==> src/rtl/regfile_pkg.sv <==
// regfile_pkg: shared register-file addressing constants and read-sequencer states
package regfile_pkg;
    localparam int REG_ADDR_W = 5;
    localparam int NUM_REGS   = 32;

    typedef enum logic [1:0] {
        IDLE,
        FETCH,
        RESP
    } rd_state_e;
endpackage

==> src/rtl/regfile_port_master_if.sv <==
// regfile_port_master_if: operand-read and writeback handshakes between the datapath and the register-file initiator
interface regfile_port_master_if
    import regfile_pkg::*;
#(
    parameter int SIZE = 32
);
    logic                  rd_req_valid;
    logic                  rd_req_ready;
    logic [REG_ADDR_W-1:0] rd_req_a;
    logic [REG_ADDR_W-1:0] rd_req_b;
    logic                  rd_rsp_valid;
    logic                  rd_rsp_ready;
    logic [SIZE-1:0]       rd_rsp_a;
    logic [SIZE-1:0]       rd_rsp_b;
    logic                  wb_valid;
    logic                  wb_ready;
    logic [REG_ADDR_W-1:0] wb_dest;
    logic [SIZE-1:0]       wb_data;

    modport master (
        output rd_req_valid, rd_req_a, rd_req_b, rd_rsp_ready, wb_valid, wb_dest, wb_data,
        input  rd_req_ready, rd_rsp_valid, rd_rsp_a, rd_rsp_b, wb_ready
    );

    modport slave (
        input  rd_req_valid, rd_req_a, rd_req_b, rd_rsp_ready, wb_valid, wb_dest, wb_data,
        output rd_req_ready, rd_rsp_valid, rd_rsp_a, rd_rsp_b, wb_ready
    );
endinterface

==> src/rtl/regfile_wb_queue.sv <==
// regfile_wb_queue: writeback FIFO with two youngest-match bypass lookup ports
module regfile_wb_queue
    import regfile_pkg::*;
#(
    parameter int SIZE  = 32,
    parameter int DEPTH = 2
) (
    input  logic                  clk,
    input  logic                  rst,
    input  logic                  i_push,
    input  logic [REG_ADDR_W-1:0] i_dest,
    input  logic [SIZE-1:0]       i_data,
    input  logic                  i_pop,
    output logic                  o_full,
    output logic                  o_empty,
    output logic [REG_ADDR_W-1:0] o_head_dest,
    output logic [SIZE-1:0]       o_head_data,
    input  logic [REG_ADDR_W-1:0] i_la_addr,
    output logic                  o_la_hit,
    output logic [SIZE-1:0]       o_la_data,
    input  logic [REG_ADDR_W-1:0] i_lb_addr,
    output logic                  o_lb_hit,
    output logic [SIZE-1:0]       o_lb_data
);
    localparam int PW = $clog2(DEPTH);

    logic [REG_ADDR_W-1:0] r_dest [DEPTH];
    logic [SIZE-1:0]       r_data [DEPTH];
    logic [PW-1:0]         r_rd_ptr;
    logic [PW-1:0]         r_wr_ptr;
    logic [PW:0]           r_count;
    logic [PW-1:0]         w_idx;
    logic                  w_do_push;
    logic                  w_do_pop;

    assign o_full      = (r_count == (PW+1)'(DEPTH));
    assign o_empty     = (r_count == '0);
    assign w_do_push   = i_push && !o_full;
    assign w_do_pop    = i_pop && !o_empty;
    assign o_head_dest = r_dest[r_rd_ptr];
    assign o_head_data = r_data[r_rd_ptr];

    // storage needs no reset: only entries below r_count are ever looked at
    always_ff @(posedge clk) begin
        if (w_do_push) begin
            r_dest[r_wr_ptr] <= i_dest;
            r_data[r_wr_ptr] <= i_data;
        end
    end

    // pointers wrap naturally because DEPTH is a power of two
    always_ff @(posedge clk) begin
        if (rst) begin
            r_rd_ptr <= '0;
            r_wr_ptr <= '0;
            r_count  <= '0;
        end else begin
            if (w_do_push) r_wr_ptr <= r_wr_ptr + PW'(1);
            if (w_do_pop)  r_rd_ptr <= r_rd_ptr + PW'(1);
            r_count <= r_count + (PW+1)'(w_do_push) - (PW+1)'(w_do_pop);
        end
    end

    // scan oldest to youngest so the youngest matching entry overrides older ones
    always_comb begin
        o_la_hit  = 1'b0;
        o_la_data = '0;
        o_lb_hit  = 1'b0;
        o_lb_data = '0;
        w_idx     = '0;
        for (int k = 0; k < DEPTH; k++) begin
            w_idx = r_rd_ptr + PW'(k);
            if ((PW+1)'(k) < r_count) begin
                if (r_dest[w_idx] == i_la_addr) begin
                    o_la_hit  = 1'b1;
                    o_la_data = r_data[w_idx];
                end
                if (r_dest[w_idx] == i_lb_addr) begin
                    o_lb_hit  = 1'b1;
                    o_lb_data = r_data[w_idx];
                end
            end
        end
    end
endmodule

==> src/rtl/regfile_port_master.sv <==
// regfile_port_master: drives register-file ports for operand reads and queued writebacks
module regfile_port_master
    import regfile_pkg::*;
#(
    parameter int SIZE     = 32,
    parameter int WB_DEPTH = 2,
    parameter int ZERO_R0  = 1
) (
    input  logic                  clk,
    input  logic                  rst,
    regfile_port_master_if.slave  bus,
    output logic [REG_ADDR_W-1:0] o_rf_a_sel,
    output logic [REG_ADDR_W-1:0] o_rf_b_sel,
    input  logic [SIZE-1:0]       i_rf_a_data,
    input  logic [SIZE-1:0]       i_rf_b_data,
    output logic                  o_rf_load_en,
    output logic [REG_ADDR_W-1:0] o_rf_dest_sel,
    output logic [SIZE-1:0]       o_rf_d_data
);
    rd_state_e             r_state;
    rd_state_e             w_next;
    logic [REG_ADDR_W-1:0] r_a_sel;
    logic [REG_ADDR_W-1:0] r_b_sel;
    logic [SIZE-1:0]       r_rsp_a;
    logic [SIZE-1:0]       r_rsp_b;
    logic [SIZE-1:0]       w_op_a;
    logic [SIZE-1:0]       w_op_b;
    logic [SIZE-1:0]       w_la_data;
    logic [SIZE-1:0]       w_lb_data;
    logic [SIZE-1:0]       w_head_data;
    logic [REG_ADDR_W-1:0] w_head_dest;
    logic                  w_la_hit;
    logic                  w_lb_hit;
    logic                  w_full;
    logic                  w_empty;
    logic                  w_push;

    // r0 writebacks still complete their handshake but never reach the queue
    assign w_push = bus.wb_valid && !(ZERO_R0 != 0 && bus.wb_dest == '0);

    // the queue drains unconditionally, so pop is always requested
    regfile_wb_queue #(.SIZE(SIZE), .DEPTH(WB_DEPTH)) u_wb_queue (
        .clk         (clk),
        .rst         (rst),
        .i_push      (w_push),
        .i_dest      (bus.wb_dest),
        .i_data      (bus.wb_data),
        .i_pop       (1'b1),
        .o_full      (w_full),
        .o_empty     (w_empty),
        .o_head_dest (w_head_dest),
        .o_head_data (w_head_data),
        .i_la_addr   (r_a_sel),
        .o_la_hit    (w_la_hit),
        .o_la_data   (w_la_data),
        .i_lb_addr   (r_b_sel),
        .o_lb_hit    (w_lb_hit),
        .o_lb_data   (w_lb_data)
    );

    assign bus.wb_ready  = !w_full;
    assign bus.rd_rsp_a  = r_rsp_a;
    assign bus.rd_rsp_b  = r_rsp_b;
    assign o_rf_a_sel    = r_a_sel;
    assign o_rf_b_sel    = r_b_sel;
    assign o_rf_load_en  = !w_empty;
    assign o_rf_dest_sel = w_empty ? '0 : w_head_dest;
    assign o_rf_d_data   = w_empty ? '0 : w_head_data;

    // queued data is newer than the file, so a bypass hit wins; r0 is forced to zero last
    assign w_op_a = (ZERO_R0 != 0 && r_a_sel == '0) ? '0 : w_la_hit ? w_la_data : i_rf_a_data;
    assign w_op_b = (ZERO_R0 != 0 && r_b_sel == '0) ? '0 : w_lb_hit ? w_lb_data : i_rf_b_data;

    // read sequencer state register
    always_ff @(posedge clk) begin
        if (rst) r_state <= IDLE;
        else     r_state <= w_next;
    end

    // read sequencer next state and handshake outputs
    always_comb begin
        w_next           = r_state;
        bus.rd_req_ready = (r_state == IDLE);
        bus.rd_rsp_valid = (r_state == RESP);
        case (r_state)
            IDLE:    if (bus.rd_req_valid) w_next = FETCH;
            FETCH:   w_next = RESP;
            RESP:    if (bus.rd_rsp_ready) w_next = IDLE;
            default: w_next = IDLE;
        endcase
    end

    // selects are latched on request acceptance; operands are captured once in FETCH and held through RESP
    always_ff @(posedge clk) begin
        if (rst) begin
            r_a_sel <= '0;
            r_b_sel <= '0;
            r_rsp_a <= '0;
            r_rsp_b <= '0;
        end else begin
            if (r_state == IDLE && bus.rd_req_valid) begin
                r_a_sel <= bus.rd_req_a;
                r_b_sel <= bus.rd_req_b;
            end
            if (r_state == FETCH) begin
                r_rsp_a <= w_op_a;
                r_rsp_b <= w_op_b;
            end
        end
    end
endmodule

==> src/flat_wrapper.sv <==
// flat-port wrapper written by rule: the top's interface ports become plain ports
module regfile_port_master_flat import regfile_pkg::*;
#(
    parameter int SIZE     = 32,
    parameter int WB_DEPTH = 2,
    parameter int ZERO_R0  = 1
)
  (clk, rst, o_rf_a_sel, o_rf_b_sel, i_rf_a_data, i_rf_b_data, o_rf_load_en, o_rf_dest_sel, o_rf_d_data, bus_rd_req_valid, bus_rd_req_a, bus_rd_req_b, bus_rd_rsp_ready, bus_wb_valid, bus_wb_dest, bus_wb_data, bus_rd_req_ready, bus_rd_rsp_valid, bus_rd_rsp_a, bus_rd_rsp_b, bus_wb_ready);
  regfile_port_master_if #(.SIZE(SIZE)) bus_i ();
  input  logic clk;
  input  logic rst;
  output logic [REG_ADDR_W-1:0] o_rf_a_sel;
  output logic [REG_ADDR_W-1:0] o_rf_b_sel;
  input  logic [SIZE-1:0] i_rf_a_data;
  input  logic [SIZE-1:0] i_rf_b_data;
  output logic o_rf_load_en;
  output logic [REG_ADDR_W-1:0] o_rf_dest_sel;
  output logic [SIZE-1:0] o_rf_d_data;
  input wire logic [$bits(bus_i.rd_req_valid)-1:0] bus_rd_req_valid;
  input wire logic [$bits(bus_i.rd_req_a)-1:0] bus_rd_req_a;
  input wire logic [$bits(bus_i.rd_req_b)-1:0] bus_rd_req_b;
  input wire logic [$bits(bus_i.rd_rsp_ready)-1:0] bus_rd_rsp_ready;
  input wire logic [$bits(bus_i.wb_valid)-1:0] bus_wb_valid;
  input wire logic [$bits(bus_i.wb_dest)-1:0] bus_wb_dest;
  input wire logic [$bits(bus_i.wb_data)-1:0] bus_wb_data;
  output wire logic [$bits(bus_i.rd_req_ready)-1:0] bus_rd_req_ready;
  output wire logic [$bits(bus_i.rd_rsp_valid)-1:0] bus_rd_rsp_valid;
  output wire logic [$bits(bus_i.rd_rsp_a)-1:0] bus_rd_rsp_a;
  output wire logic [$bits(bus_i.rd_rsp_b)-1:0] bus_rd_rsp_b;
  output wire logic [$bits(bus_i.wb_ready)-1:0] bus_wb_ready;
  assign bus_i.rd_req_valid = bus_rd_req_valid;
  assign bus_i.rd_req_a = bus_rd_req_a;
  assign bus_i.rd_req_b = bus_rd_req_b;
  assign bus_i.rd_rsp_ready = bus_rd_rsp_ready;
  assign bus_i.wb_valid = bus_wb_valid;
  assign bus_i.wb_dest = bus_wb_dest;
  assign bus_i.wb_data = bus_wb_data;
  assign bus_rd_req_ready = bus_i.rd_req_ready;
  assign bus_rd_rsp_valid = bus_i.rd_rsp_valid;
  assign bus_rd_rsp_a = bus_i.rd_rsp_a;
  assign bus_rd_rsp_b = bus_i.rd_rsp_b;
  assign bus_wb_ready = bus_i.wb_ready;
  regfile_port_master #(.SIZE(SIZE), .WB_DEPTH(WB_DEPTH), .ZERO_R0(ZERO_R0)) u_core (.clk(clk), .rst(rst), .bus(bus_i), .o_rf_a_sel(o_rf_a_sel), .o_rf_b_sel(o_rf_b_sel), .i_rf_a_data(i_rf_a_data), .i_rf_b_data(i_rf_b_data), .o_rf_load_en(o_rf_load_en), .o_rf_dest_sel(o_rf_dest_sel), .o_rf_d_data(o_rf_d_data));
endmodule
==> config.mk <==
export PLATFORM = sky130hd
export DESIGN_NAME = regfile_port_master_flat
export DESIGN_NICKNAME = d
export VERILOG_FILES = /design/src/rtl/regfile_pkg.sv /design/src/rtl/regfile_port_master_if.sv /design/src/rtl/regfile_wb_queue.sv /design/src/rtl/regfile_port_master.sv /design/src/flat_wrapper.sv
export SDC_FILE = /design/constraint.sdc
export NUM_CORES = 1
export LEC_CHECK = 0
export CAP_MARGIN = 30
export CORE_AREA = 2 2 94 186
export CTS_CLUSTER_SIZE = 12
export DETAILED_ROUTE_END_ITERATION = 10
export DIE_AREA = 0 0 96 188
export PLACE_DENSITY = 0.88
export SLEW_MARGIN = 20
export SYNTH_ARGS = -nofsm -noshare
export SYNTH_HDL_FRONTEND = slang
export SYNTH_SLANG_ARGS = --single-unit
==> constraint.sdc <==
create_clock -name clk -period 4.1 [get_ports clk]
set_input_delay 1.025 -clock clk [delete_from_list [all_inputs] [get_ports clk]]
set_output_delay 1.025 -clock clk [all_outputs]
set_load 0.05 [all_outputs]
cell_classes.png
Drawn at 2 px/µm. Fill, decap, tap and diode cells in gray.
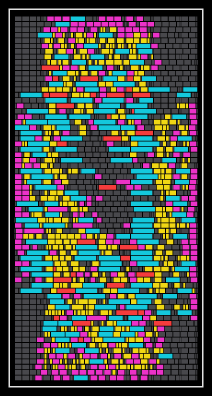
Magenta is other buffers and delay cells, cells 250, share of their area 25%. Cyan is flops, cells 155, share of their area 37%. Red is clock drivers and dummy loads, cells 32, share of their area 5.6%. Yellow is all other logic, cells 463, share of their area 32%.
sequential cell area share: 36.5%
Finished Core Util: 63.2%

clock_map.png
Drawn at 3 px/µm.
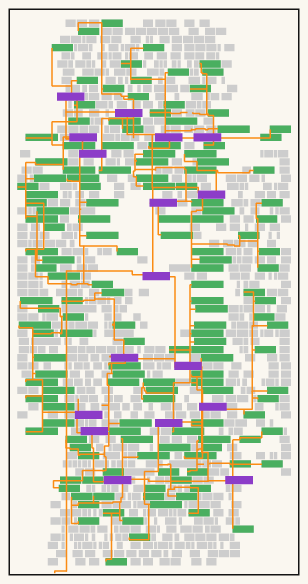
Green is flip-flops, count 155. Orange is clock wires, length 1970 µm. Purple is cells driving clock nets, count 17.
Position of the flops: widely spread.
Clock Power: 1540 µW
Final Skew: 13.9 ps
Late-Pin Clk Latency: 430 ps

met2.png
Drawn at 3 px/µm.
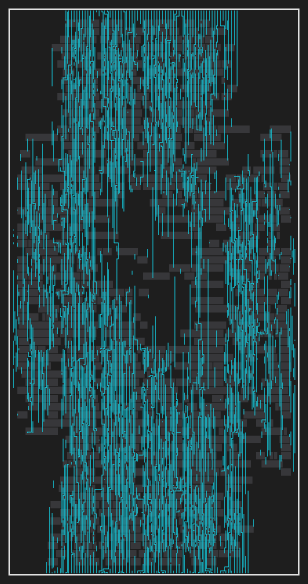
910 nets have wire on it. The longest straight run is 51.8 µm.
met2 GRT Util: 47.0%
DR vias: 6525
final wirelength: 24700 µm

==> impl_metrics.yaml <==
# generated from flow reports
power:
  seqPwrFrac_pct: 42.7
  pg_seq_uw: 1770
  swShare_pct: 29.5
  p_total_uw: 4140
  vdd_drop_max_v: 0.000273
  comb-power_uw: 836
  powerDensity_mw_per_mm2: 392
worst_setup_path:
  start_kind: "flop"
  timing.rr.end: "u_core.bus.rd_rsp_b[14]"
  required_ps: 3070
  r2r_setup_slack_ps: 870
  crit_family: "buffers and inverters"
  critPathKind: "reg -> out"
  setup.worst_path.end: "o_rf_d_data[24]"
  critPathSlowestCell: "clkdlybuf4s50_1"
worst_hold_path:
  worst_hold_path.endpoint: "u_core.bus.rd_rsp_a[19]"
  hp-class: "reg -> reg"
  hold_depth: 2
detailed_routing:
  drc_errors: 0
  drtPass1Iterations: 5
  routed_via_density: 5.85
  dr_wl_met3_um: 1410
  dr.first_iter.drc_count: 548
  ant_nets: 0
cts:
  clock-root-buffer: "clkbuf_16"
  clockBufferDepth: 2
  cts.clk_slew.worst_paths_ps: 60
  numClockSinks: 155
  cts_tree: "yes"
  hold_buffers: 0
  cts_made_buffers: 17
synthesis:
  simple_gate_area_share_pct: 9.52
  yosysSeqAreaShare_pct: 52.6
  ys_warn_count: 0
  edf_count: 74
  fp_nets: 789
  top_cell_area_share_pct: 30.4
  ys_sh_xor_pct: 2.64
  async_flop_share_pct: 0
  netlist_area_mm2: 0.00731
  yosys-top-cells-area: "edfxtp_1 (30%), dfxtp_1 (22%), mux2i_1 (10%), mux2_2 (4.9%), a221o_1 (4.2%)"
  yosysTopAreaCell: "edfxtp_1"
  synthTopCellsByCount: "dfxtp_1 (81), edfxtp_1 (74), mux2i_1 (74), nand2_1 (56), nor2_1 (49)"
cells_and_area:
  nNonClkBuffers: 250
  fill_cells: 1263
  num-multi-input-gates: 429
  stdcell_count: 1116
  final_area_mm2: 0.0105
  final_layout_top_logic_cells: "clkdlybuf4s50_1 (230), dfxtp_1 (79), mux2i_1 (74), edfxtp_1 (74), nand2_1 (56)"
  layout.area.comb_mm2: 0.00317
  largest_register: "u_core.u_wb_queue.r_data"
  diodes: 9
  final-clk-cell-share_pct: 5.43
  drive_gt1_share_pct: 10.6
  seq_area_mm2: 0.00385
status:
  status: "completed"
grt:
  use_met3_pct: 5.91
  grt_max_degree: 51
  use_met1_pct: 27.3
  grt_pass1_wl_um: 36100
  antenna_found_initial: 9
floorplan:
  num_io_pins: 231
  die-area_mm2: 0.0180
  nWellTaps: 207
  coreArea_mm2: 0.0167
sta:
  tns_ps: 0
  slew_viol_final: 0
  maxClockFrequency_mhz: 288
  hold_ws_ps: 465
  relSlewSlack_pct: 47.1
  worst_pin_slew_ps: 788
placement:
  place_area_mm2: 0.00990
  hpwl_um: 17200
  place.gp.congestion: 0.880
  place_inst: 1073
run:
  warning_count: 26
Power figures rest on the tool's default switching activity, not on a simulated workload.
